Cell classes on the final placement:
Scale: 4 px per µm. Fill, decap, tap and diode cells in grey.
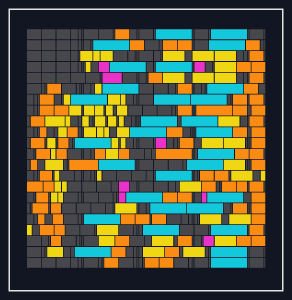
Floorplan with the power grid:
Scale: 6 px per µm. Pins as bars on the die edge.
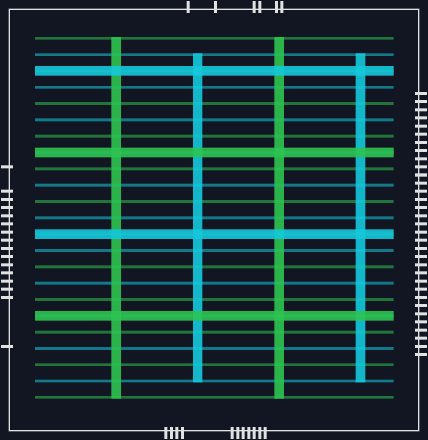
Metal layers overlaid:
Scale: 6 px per µm. Only two layers are drawn.
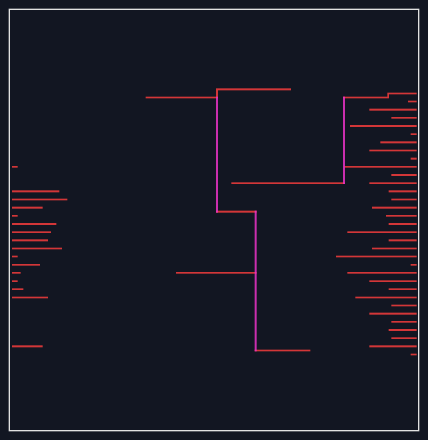
Clock wires, drivers and flops:
Scale: 8 px per µm.
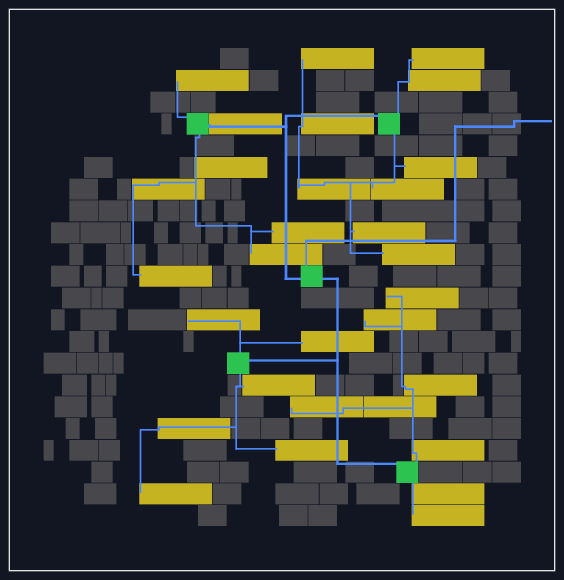
[config.mk]
export PLATFORM = sky130hd
export DESIGN_NAME = p405s_itlb_miss_ctl
export DESIGN_NICKNAME = d
export VERILOG_FILES = /design/src/rtl/p405s_itlb_pkg.sv /design/src/rtl/p405s_itlb_hit_enc.sv /design/src/rtl/p405s_itlb_miss_ctl.sv
export SDC_FILE = /design/constraint.sdc
export NUM_CORES = 1
export LEC_CHECK = 0
export CORE_AREA = 4 4 64 66
export DETAILED_ROUTE_END_ITERATION = 10
export DIE_AREA = 0 0 68 70
export PLACE_DENSITY = 0.76
export SETUP_SLACK_MARGIN = 0.05
export SLEW_MARGIN = 20
export SYNTH_ARGS = -nofsm -noshare
export SYNTH_HDL_FRONTEND = slang
export SYNTH_SLANG_ARGS = --single-unit
[constraint.sdc]
create_clock -name CB -period 2 [get_ports CB]
set_input_delay 0.5 -clock CB [delete_from_list [all_inputs] [get_ports CB]]
set_output_delay 0.5 -clock CB [all_outputs]
set_load 0.01 [all_outputs]
[src/rtl/p405s_itlb_pkg.sv]
// p405s_itlb_pkg: shared state encoding, size defaults and index-width helper
// for the shadow-ITLB miss controller.
package p405s_itlb_pkg;

    localparam int NUM_ENTRIES_DEF = 4;
    localparam int EPN_W_DEF       = 22;

    typedef enum logic [1:0] {
        IDLE = 2'd0,
        REQ  = 2'd1,
        WAIT = 2'd2,
        FILL = 2'd3
    } itlb_state_e;

    function automatic int idx_w(input int n);
        return (n > 1) ? $clog2(n) : 1;
    endfunction

endpackage

[src/rtl/p405s_itlb_hit_enc.sv]
// p405s_itlb_hit_enc: lowest-index priority encoder over the per-entry hits,
// with a flag when more than one entry hits.
module p405s_itlb_hit_enc #(
    parameter int N     = 4,
    parameter int IDX_W = 2
) (
    input  logic [N-1:0]     hit_i,
    output logic             any_o,
    output logic [IDX_W-1:0] idx_o,
    output logic             multi_o
);

    logic seen;

    assign any_o = |hit_i;

    always_comb begin
        idx_o   = '0;
        multi_o = 1'b0;
        seen    = 1'b0;
        for (int i = 0; i < N; i++) begin
            if (hit_i[i]) begin
                multi_o = multi_o | seen;
                idx_o   = seen ? idx_o : IDX_W'(i);
                seen    = 1'b1;
            end
        end
    end

endmodule

[src/rtl/p405s_itlb_miss_ctl.sv]
// p405s_itlb_miss_ctl: shadow-ITLB hit encode and miss sequencer (UTLB request,
// response wait, round-robin shadow fill). Optional P405S_ITLB_MULTIHIT_DET_EN.
module p405s_itlb_miss_ctl
    import p405s_itlb_pkg::*;
#(
    parameter int NUM_ENTRIES = NUM_ENTRIES_DEF,
    parameter int EPN_W       = EPN_W_DEF,
    parameter int IDX_W       = idx_w(NUM_ENTRIES)
) (
    input  logic                   CB,
    input  logic                   Reset,
    input  logic [NUM_ENTRIES-1:0] entryHit,
    input  logic                   isFetchVal,
    input  logic                   msrIrL2,
    input  logic                   isAbort,
    input  logic [EPN_W-1:0]       isEA,
    input  logic                   utlbGnt,
    input  logic                   utlbAck,
    input  logic                   utlbMiss,
    output logic                   itlbHit,
    output logic [IDX_W-1:0]       itlbHitIdx,
    output logic                   isStall,
    output logic                   utlbReq,
    output logic [EPN_W-1:0]       utlbReqEA,
    output logic                   writeShadow,
    output logic [IDX_W-1:0]       writeIdx,
    output logic                   itlbMissExc,
    output logic                   itlbMultiHit
);

    itlb_state_e      state_q;
    logic             req_q, drop_q, ws_q, exc_q, mh_q, ovr_q;
    logic [IDX_W-1:0] victim_q, fill_q;
    logic [EPN_W-1:0] ea_q;
    logic             hit_any, hit_multi, qual, miss, ovr_det, mh_det;
    logic [IDX_W-1:0] hit_idx;

    p405s_itlb_hit_enc #(.N(NUM_ENTRIES), .IDX_W(IDX_W)) u_enc (
        .hit_i   (entryHit),
        .any_o   (hit_any),
        .idx_o   (hit_idx),
        .multi_o (hit_multi)
    );

    assign qual = isFetchVal & msrIrL2;

`ifdef P405S_ITLB_MULTIHIT_DET_EN
    // A multi-hit is refetched through the UTLB and refilled into the lowest hitter.
    assign itlbHit = qual & hit_any & ~hit_multi;
    assign miss    = qual & (~hit_any | hit_multi) & ~isAbort;
    assign ovr_det = hit_multi;
    assign mh_det  = (state_q == IDLE) & qual & hit_multi;
`else
    logic unused_multi;
    assign unused_multi = hit_multi;
    assign itlbHit      = qual & hit_any;
    assign miss         = qual & ~hit_any & ~isAbort;
    assign ovr_det      = 1'b0;
    assign mh_det       = 1'b0;
`endif

    assign itlbHitIdx   = hit_idx;
    assign isStall      = (state_q == IDLE) ? miss : 1'b1;
    assign utlbReq      = req_q;
    assign utlbReqEA    = ea_q;
    assign writeShadow  = ws_q;
    assign writeIdx     = ovr_q ? fill_q : victim_q;
    assign itlbMissExc  = exc_q;
    assign itlbMultiHit = mh_q;

    always_ff @(posedge CB or posedge Reset) begin
        if (Reset) begin
            state_q  <= IDLE;
            req_q    <= 1'b0;
            drop_q   <= 1'b0;
            ws_q     <= 1'b0;
            exc_q    <= 1'b0;
            mh_q     <= 1'b0;
            ovr_q    <= 1'b0;
            victim_q <= '0;
            fill_q   <= '0;
            ea_q     <= '0;
        end else begin
            ws_q  <= 1'b0;
            exc_q <= 1'b0;
            mh_q  <= mh_det;
            case (state_q)
                IDLE: if (miss) begin
                    state_q <= REQ;
                    req_q   <= 1'b1;
                    ea_q    <= isEA;
                    ovr_q   <= ovr_det;
                    fill_q  <= hit_idx;
                end
                REQ: if (utlbGnt) begin
                    // A grant racing an abort still owes us a response; drop it later.
                    state_q <= WAIT;
                    req_q   <= 1'b0;
                    drop_q  <= isAbort;
                end else if (isAbort) begin
                    state_q <= IDLE;
                    req_q   <= 1'b0;
                end
                WAIT: if (utlbAck) begin
                    drop_q <= 1'b0;
                    if (drop_q | isAbort) begin
                        state_q <= IDLE;
                    end else if (utlbMiss) begin
                        state_q <= IDLE;
                        exc_q   <= 1'b1;
                    end else begin
                        state_q <= FILL;
                        ws_q    <= 1'b1;
                    end
                end else if (isAbort) begin
                    drop_q <= 1'b1;
                end
                FILL: begin
                    state_q <= IDLE;
                    ovr_q   <= 1'b0;
                    if (!ovr_q) victim_q <= victim_q + IDX_W'(1);
                end
                default: state_q <= IDLE;
            endcase
        end
    end

endmodule

==> flow_summary.json <==
{
  "crit_arrival_ns": 2.23,
  "slowest_delay_ns": 0.58,
  "synthAoiAreaFrac_pct": 5.84,
  "hold_slack_ns": 0.479,
  "area_leaders": "dfrtp_1 55%, mux2_4 22%, buf_12 2.9%, mux2_2 1.6%, nor2_1 1.6%",
  "logic_area_um2": 556,
  "largestClassByArea": "buffers",
  "seq_share_pct": 33.7,
  "synth.distinct_cells": 28,
  "grt.busiest_layer": "met2",
  "yosysTopAreaCell": "dfrtp_1",
  "fill_cells": 287,
  "syn_area_mm2": 0.00137,
  "grt_overflow": 0,
  "avgRoutedWirePerCell_um": 14.8,
  "p_sw_mw": 0.556,
  "wirelength_um": 3350,
  "hpwl_um": 2360,
  "initCoreUtil_pct": 38.3,
  "endpoint": "utlbReqEA[20]$_DFFE_PP0P_",
  "cts_hold_buffers": 0,
  "clk_path_buf_depth": 2,
  "fin_area_mm2": 0.00223,
  "topCombFamilyByArea": "multiplexers",
  "drt_iter0_markers": 50,
  "finalNonFillerCells": 226,
  "dr.pass1.iters": 3,
  "warnings": 29,
  "setup_viol": 9,
  "placementRows": 22,
  "met3_usage_pct": 5.14,
  "clock.latency.late_pin_ns": 0.32,
  "xor_area_share_pct": 1.28,
  "inverters_excl_clock": 3,
  "finalClockPeriodUsage_pct": 101,
  "ys.flop_type": "dfrtp_1",
  "edf_count": 0,
  "p_int_mw": 1.39,
  "fmax_mhz": 497,
  "ys_sh_mux_pct": 23.5,
  "power_density_mw_per_mm2": 872,
  "cp_cell_sequence": "buf_6, or4_4, or4b_4, clkbuf_16, mux2_4",
  "nets": 211,
  "largestPowerGroup": "registers",
  "largest_reg_flops": 22,
  "synthArstFlopShare_pct": 100,
  "layout_top_cell": "clkdlybuf4s50_1",
  "buffers": 79,
  "most_common_cell": "dfrtp_1",
  "p_seq_mw": 0.823,
  "ys_seq_share_pct": 54.7,
  "nFlopsAndLatches": 30,
  "syn_to_final_growth_pct": 62.4,
  "startpoint": "entryHit[0]",
  "clkPwrFrac_pct": 18.9,
  "rsz0062_at_grt": "yes",
  "drc": 0,
  "die_x_um": 68,
  "register_area_um2": 751,
  "cts.clk_slew.worst_paths_ns": 0.09,
  "hold-path-cell-count": 1,
  "vias": 1065,
  "path_depth": 5,
  "crit_slowest_cell": "or4b_4",
  "taps": 48,
  "placed_cells": 214,
  "pre_cts_slack_ns": -0.775,
  "htree_levels": 2,
  "ff2ff_setup_slack_ns": 0.24,
  "grt_start_max_net_pins": 31,
  "grt_pass1_wl_um": 4910,
  "outcome": "finished with violations",
  "fin_util_pct": 62.2,
  "cp-end-kind": "flip-flop",
  "syn_area_per_cell_um2": 14.1,
  "post-cts-setup-buffers": 1,
  "io_pins": 66,
  "startpoint_type": "input port",
  "required_ns": 2.22,
  "grt_pass1_vias": 1062,
  "avgViaCountPerCell": 4.71,
  "power_mw": 1.94,
  "violations": "negative setup slack",
  "top_cell_area_share_pct": 54.7,
  "grt_use_met1_pct": 16.0,
  "worst_slack_ns": -0.0125,
  "worst-path-buf-inv": 2,
  "postPlaceCellArea_mm2": 0.00210,
  "seqPwrFrac_pct": 42.4,
  "timing.setup.tns_ns": -0.0671,
  "ir_drop_mv": 0.303,
  "powerClk_mw": 0.366,
  "numCtsBuffers": 5,
  "finalHoldViolations": 0,
  "wl_met1_um": 1420,
  "antenna_cells": 0,
  "cts.sinks": 30
}
About 'cell classes on the final placement':
legend:
  magenta:
    class: clock drivers and dummy loads
    cells: 8
    share_of_their_area: 2.8%
  orange:
    class: remaining buffers and delay cells
    cells: 79
    share_of_their_area: 36%
  yellow:
    class: remaining logic cells
    cells: 61
    share_of_their_area: 26%
  cyan:
    class: registers
    cells: 30
    share_of_their_area: 35%

About 'floorplan with the power grid':
legend:
  green:
    net: VSS
  cyan:
    net: VDD
rows: 22
signal pins: 66
met5 straps: 4
met1 rails: 23

About 'metal layers overlaid':
legend:
  red:
    layer: M3
    wire_length: 342 µm
  magenta:
    layer: M4
    wire_length: 56.4 µm

About 'clock wires, drivers and flops':
legend:
  yellow:
    item: flip-flops
    count: 30
  blue:
    item: clock wires
    length: 375 µm
  green:
    item: clock-net drivers
    count: 5
routed clock nets: 6

